==> src/rtl/adder_tree_pkg.sv <==
// ----------------------------------------------------------------------------
// adder_tree_pkg
// Shared widths and types for the four-operand adder tree.
//   OPERAND_W : width of each unsigned operand (8)
//   PAIR_W    : width of a level-1 partial sum (9)
//   SUM_W     : width of the full-precision tree result (10)
// ----------------------------------------------------------------------------
package adder_tree_pkg;

   localparam int OPERAND_W = 8;
   localparam int PAIR_W    = OPERAND_W + 1;
   localparam int SUM_W     = 10;

   typedef logic [OPERAND_W-1:0] operand_t;
   typedef logic [PAIR_W-1:0]    pair_t;
   typedef logic [SUM_W-1:0]     sum_t;

   // True when a full-precision result does not fit in one operand width.
   function automatic logic exceeds_operand(input sum_t value);
      return |value[SUM_W-1:OPERAND_W];
   endfunction

endpackage

==> src/rtl/adder_pair.sv <==
// ----------------------------------------------------------------------------
// adder_pair
// Unsigned N-bit + N-bit adder producing an (N+1)-bit result, so the carry
// out is never lost. Purely combinational.
//   a : input  [N-1:0]  first addend
//   b : input  [N-1:0]  second addend
//   s : output [N:0]    a + b
// ----------------------------------------------------------------------------
module adder_pair
   import adder_tree_pkg::*;
#(
   parameter int N = OPERAND_W
) (
   input  logic [N-1:0] a,
   input  logic [N-1:0] b,
   output logic [N:0]   s
);

   // Zero-extend both addends so the addition is carried out at N+1 bits.
   assign s = {1'b0, a} + {1'b0, b};

endmodule

==> src/rtl/adder_tree4_8.sv <==
// ----------------------------------------------------------------------------
// adder_tree4_8
// Two-level unsigned adder tree over four 8-bit operands with a combinational
// result and a one-cycle registered copy.
//   clk        : input       rising-edge clock
//   rst        : input       asynchronous active-high reset (registered side only)
//   a, b, c, d : input  [7:0] unsigned operands
//   in_valid   : input       qualifies operands for the registered path
//   sum        : output [7:0] (a+b+c+d) mod 256, combinational
//   sum_wide   : output [9:0] full-precision a+b+c+d, combinational
//   overflow   : output      sum_wide > 255, combinational
//   sum_q      : output [7:0] sum captured on a valid edge
//   overflow_q : output      overflow captured on a valid edge
//   out_valid  : output      sum_q/overflow_q were loaded on the last edge
// ----------------------------------------------------------------------------
module adder_tree4_8
   import adder_tree_pkg::*;
(
   input  logic       clk,
   input  logic       rst,
   input  logic [7:0] a,
   input  logic [7:0] b,
   input  logic [7:0] c,
   input  logic [7:0] d,
   input  logic       in_valid,
   output logic [7:0] sum,
   output logic [9:0] sum_wide,
   output logic       overflow,
   output logic [7:0] sum_q,
   output logic       overflow_q,
   output logic       out_valid
);

   pair_t sum_ab;
   pair_t sum_cd;

   // Level 1: two independent 8-bit pairs.
   adder_pair #(.N(OPERAND_W)) u_pair_ab (
      .a (a),
      .b (b),
      .s (sum_ab)
   );

   adder_pair #(.N(OPERAND_W)) u_pair_cd (
      .a (c),
      .b (d),
      .s (sum_cd)
   );

   // Level 2: combine the 9-bit partial sums into the 10-bit result.
   adder_pair #(.N(PAIR_W)) u_pair_root (
      .a (sum_ab),
      .b (sum_cd),
      .s (sum_wide)
   );

   assign sum      = sum_wide[OPERAND_W-1:0];
   assign overflow = exceeds_operand(sum_wide);

   // Reset clears only the registered copy; the combinational tree keeps
   // tracking the operands regardless of rst.
   // NOTE: non-blocking assignments here so every register samples the
   // pre-edge values, independent of statement order.
   always_ff @(posedge clk or posedge rst) begin
      if (rst) begin
         sum_q      <= '0;
         overflow_q <= 1'b0;
         out_valid  <= 1'b0;
      end else begin
         out_valid <= in_valid;
         if (in_valid) begin
            sum_q      <= sum;
            overflow_q <= overflow;
         end
      end
   end

endmodule

==> config.mk <==
export PLATFORM = sky130hd
export DESIGN_NAME = adder_tree4_8
export DESIGN_NICKNAME = d
export VERILOG_FILES = /design/src/rtl/adder_tree_pkg.sv /design/src/rtl/adder_pair.sv /design/src/rtl/adder_tree4_8.sv
export SDC_FILE = /design/constraint.sdc
export NUM_CORES = 1
export LEC_CHECK = 0
export CAP_MARGIN = 10
export CORE_MARGIN = 3
export CORE_UTILIZATION = 44
export CTS_BUF_LIST = sky130_fd_sc_hd__clkbuf_8
export DETAILED_ROUTE_END_ITERATION = 10
export PLACE_DENSITY_LB_ADDON = 0.05
export SLEW_MARGIN = 20
export SYNTH_ARGS = -nofsm -noshare
export SYNTH_HDL_FRONTEND = slang
export SYNTH_SLANG_ARGS = --single-unit
export TNS_END_PERCENT = 1
==> constraint.sdc <==
create_clock -name clk -period 8.3 [get_ports clk]
set_clock_uncertainty 0.05 [all_clocks]
set_input_delay 2.075 -clock clk [delete_from_list [all_inputs] [get_ports clk]]
set_output_delay 2.075 -clock clk [all_outputs]
set_load 0.02 [all_outputs]
### PDN straps and rails

Bar = 20 microns. Pins as bars on the die edge.
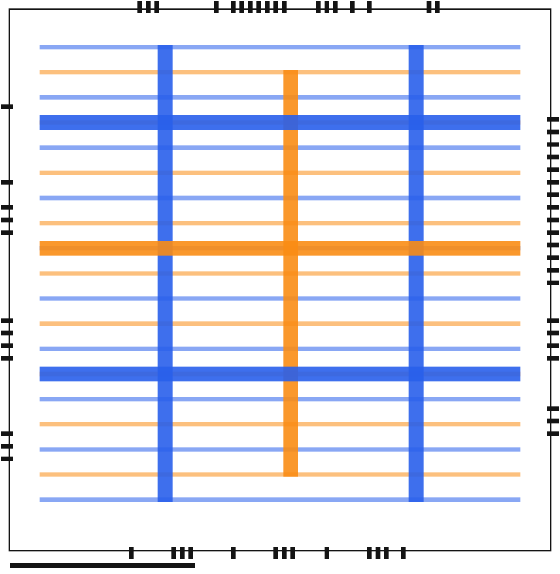
Blue marks VSS. Orange marks VDD.
64 signal pins sit on the boundary. 19 met1 rails follow the rows. The core has 18 rows. 3 straps on met5. 3 straps on met4.

### Cell classes on the final placement

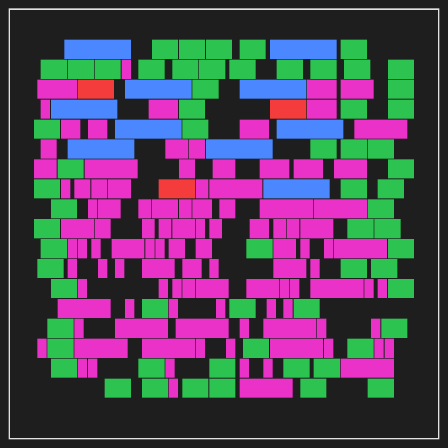
Magenta marks combinational and other logic, cells 108, share of their area 49%. Red marks clock drivers, cells 3, share of their area 2.3%. Blue marks sequential cells, cells 10, share of their area 14%. Green marks remaining buffers and delay cells, cells 63, share of their area 35%.

### Clock wires, drivers and flops

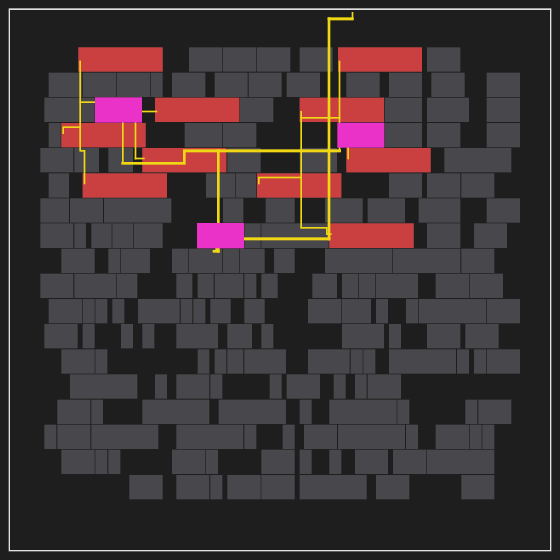
Magenta marks clock drivers, count 3. Red marks flip-flops, count 10. Yellow marks clock wires, length 161 microns.
There are 4 routed clock nets.

## worst reg2reg max path, cell delays in order (launching register included)
cell	delay, ps
sky130_fd_sc_hd__dfrtp_1	360
sky130_fd_sc_hd__nor2b_1	120
sky130_fd_sc_hd__a31o_2	230
## final timing paths
check | startpoint | endpoint | slack (ps)
setup reg to reg | sum_q[6] | sum_q[6] | 7430
min in group asynchronous | rst | sum_q[3] | 2070
setup / recovery | a[1] | overflow | 480
max in group asynchronous | rst | sum_q[5] | 5860
hold reg to reg | sum_q[2] | sum_q[2] | 460
hold / removal | sum_q[2] | sum_q[2] | 460
## kinds of logic after synthesis
| logic type | count (synthesis) | share of synthesized area (%) |
|---|---|---|
| mux | 7 | 6.83 |
| xor+xnor | 5 | 3.62 |
| simple gates | 14 | 6.21 |
| buf+inv | 49 | 17.7 |
| compound gates | 17 | 9.11 |
| fa+ha+maj | 25 | 35.8 |
| flops | 10 | 20.7 |
## state kept, by name (all words and copies together), names as in the netlist
name / count
sum_q: 8
out_valid: 1
overflow_q: 1
## final cells by class
| class | instances | area (sq um) | share of cell area [%] |
|---|---|---|---|
| multi-input cells | 68 | 744 | 40.1 |
| repair buffers | 63 | 631 | 34.0 |
| flip-flops and latches | 10 | 250 | 13.5 |
| inverters | 40 | 150 | 8.10 |
| clock buffers | 3 | 41.3 | 2.23 |
| well taps | 30 | 37.5 | 2.02 |
## power groups by stage
stage / clock network [mW] / logic [mW] / registers (mW)
floorplan: 0 / 0.251 / 0.106
global placement: 0 / 0.433 / 0.0797
detailed placement: 0 / 0.441 / 0.0802
CTS: 0.0500 / 0.444 / 0.0802
global route: 0.0536 / 0.472 / 0.0833
finish: 0.0488 / 0.439 / 0.0799
## Yosys cell counts (all sizes together)
cell type	number	area [sq um]
inv	40	150
mux2	7	82.6
xnor2	3	26.3
a221o	1	10.0
clkbuf	1	3.75
or2	1	6.26
a21oi	6	30.0
a31o	1	8.76
ha	9	113
a211oi	1	7.51
a31oi	2	12.5
nor2b	1	6.26
nor4	1	6.26
fa	16	320
xor2	2	17.5
dfrtp	10	250
a21o	2	15.0
nand2	3	11.3
nand3	1	5.00
buf	8	60.1
and3	1	6.26
nor2	2	7.51
nand3b	1	7.51
o32ai	1	8.76
and2	2	12.5
or3	1	6.26
o21ai	2	10.0
o21bai	1	7.51
## metal layers
layer / routed length, microns / global-route usage, % / share of wire [%] / up-vias
met1: 907 / 15.7 / 33 / 498
met2: 1550 / 34.1 / 57 / 42
met5: 0 / 0 / 0 / -
met3: 207 / 6.14 / 7.6 / 6
met4: 51 / 6.62 / 1.9 / 0
li1: - / - / - / 498
==> run_results.csv <==
group,metric,value,unit
run_status,run_status,"finished, final reports clean",
worst_setup_path,arrival,5700,ps
synthesis,ys_seq_share,20.7,%
placement,gp_routability_congestion,0.758,
clock_tree,postCtsHoldBufs,0,
floorplanning,die_w,58.4,microns
final_timing,timing_worst_slew_pin_value,545,ps
floorplanning,coreArea,2540,sq um
detailed_routing,wl_per_cell,12.7,microns
floorplanning,chipHeight,58.4,microns
detailed_routing,drt_iter0_markers,31,
clock_tree,cts_setup_buffers,0,
worst_setup_path,reg2reg_depth,2,
final_timing,fin_crit,7820,ps
placement,dp_hpwl,2390,microns
synthesis,synth.distinct_cells,29,
worst_setup_path,cp_cell_sequence,"clkdlybuf4s50_1, fa_1, fa_1, ha_1, fa_1, a21o_1, a221o_1, a21oi_1, a31oi_1, clkdlybuf4s50_1",
clock_tree,tritoncts,"done",
placement,post-place-cells,211,
final_layout,layout-drive-gt1-share,6.52,%
global_route,antenna_found_initial,0,
global_route,grt_pass1_wl,4430,microns
floorplanning,io_pins,64,
worst_setup_path,worst_path_dominant_cell_family,"adder cells",
clock_tree,cts_max_path_buffers,2,
final_layout,utilization,72.9,%
run,warning_count,26,
min_path,hp-class,"flop to flop",
floorplanning,row_count,18,
final_layout,areaGrowthSynthToFinish,53.4,%
final_timing,share_of_the_clock_period_used_by_the_worst_path_after_layout,94.2,%
power,power-per-cell-area,306,nW/um^2
power,vdd.ir_drop.worst,379,uV
synthesis,yosys.stat.chipArea,1210,sq um
global_route,track_usage,17.3,%
worst_setup_path,worstPathRequired,6180,ps
final_layout,most_used_cells_in_the_layout_excluding_fill_and_tap_cells,"sky130_fd_sc_hd__clkdlybuf4s50_1 (63), sky130_fd_sc_hd__inv_1 (40), sky130_fd_sc_hd__fa_1 (16)",
worst_setup_path,timing.critical_path.mode_cell,"sky130_fd_sc_hd__fa_1",
worst_setup_path,worstSetupEndpointType,"output port",
final_timing,setup_viol,0,
final_layout,fin_cells,214,
min_path,worstHoldPathCells,1,
synthesis,synth_flops,10,
final_layout,stdcell_area,1850,sq um
run,timing.max_cap.violations,0,
global_route,grt_pass1_vias,1085,
worst_setup_path,path_class,"input pin to output port",
synthesis,synthesis.area_per_instance,9.52,sq um
power,pwr-share-seq,14.1,%
synthesis,synth.yosys.num_cells,127,
power,power.total,0.568,mW
final_layout,finalNetCount,246,
synthesis,postSynthCellCount,127,
global_route,grt_max_degree,14,
final_timing,slew-limit-headroom,63.5,%
synthesis,syn-cell-area,1210,sq um
floorplanning,floorplan.initialDensity,47.5,%
power,switching_power,0.249,mW
clock_tree,cts_repair_resize_count,0,
clock_tree,cts.reportedPaths.clkPinSlew,40,ps
clock_tree,clock_sink_count,10,
power,power_switching_share,43.8,%
worst_setup_path,critPathBufInv,2,
final_layout,mostFrequentLayoutCell,"sky130_fd_sc_hd__clkdlybuf4s50_1",
clock_tree,total_clock_buffers_created_by_cts,3,
clock_tree,clock.latency.late_pin,230,ps
detailed_routing,vias_per_cell,4.88,
final_timing,clock.fmax,0.128,GHz
placement,port_buffers,63,
worst_setup_path,max_stage_delay,570,ps
worst_setup_path,critPathSlowestCell,"sky130_fd_sc_hd__fa_1",
power,pwr-share-comb,77.3,%
detailed_routing,dr_total_vias,1044,
floorplanning,chipArea,3410,sq um
final_timing,final.setup.tns,0,ps
final_layout,fill_cell_total_of_the_finished_layout,201,
detailed_routing,drt-pass1-iter-count,4,
detailed_routing,drc_errors,0,
worst_setup_path,critical_path.max_fanout,3,
final_timing,maxSlewViolCount,0,
worst_setup_path,path_depth,10,
detailed_routing,drt.antenna.violating_nets,0,
synthesis,yosysWarnings,0,
power,cellInternalPower,0.319,mW
power,total_leakage_power,0.905,nW
power,part_of_the_total_power_dissipated_in_the_clock_network,8.6,%
worst_setup_path,crit_path_start_kind,"input pin",
No activity file was given, so power comes from the tool's default toggle rates.
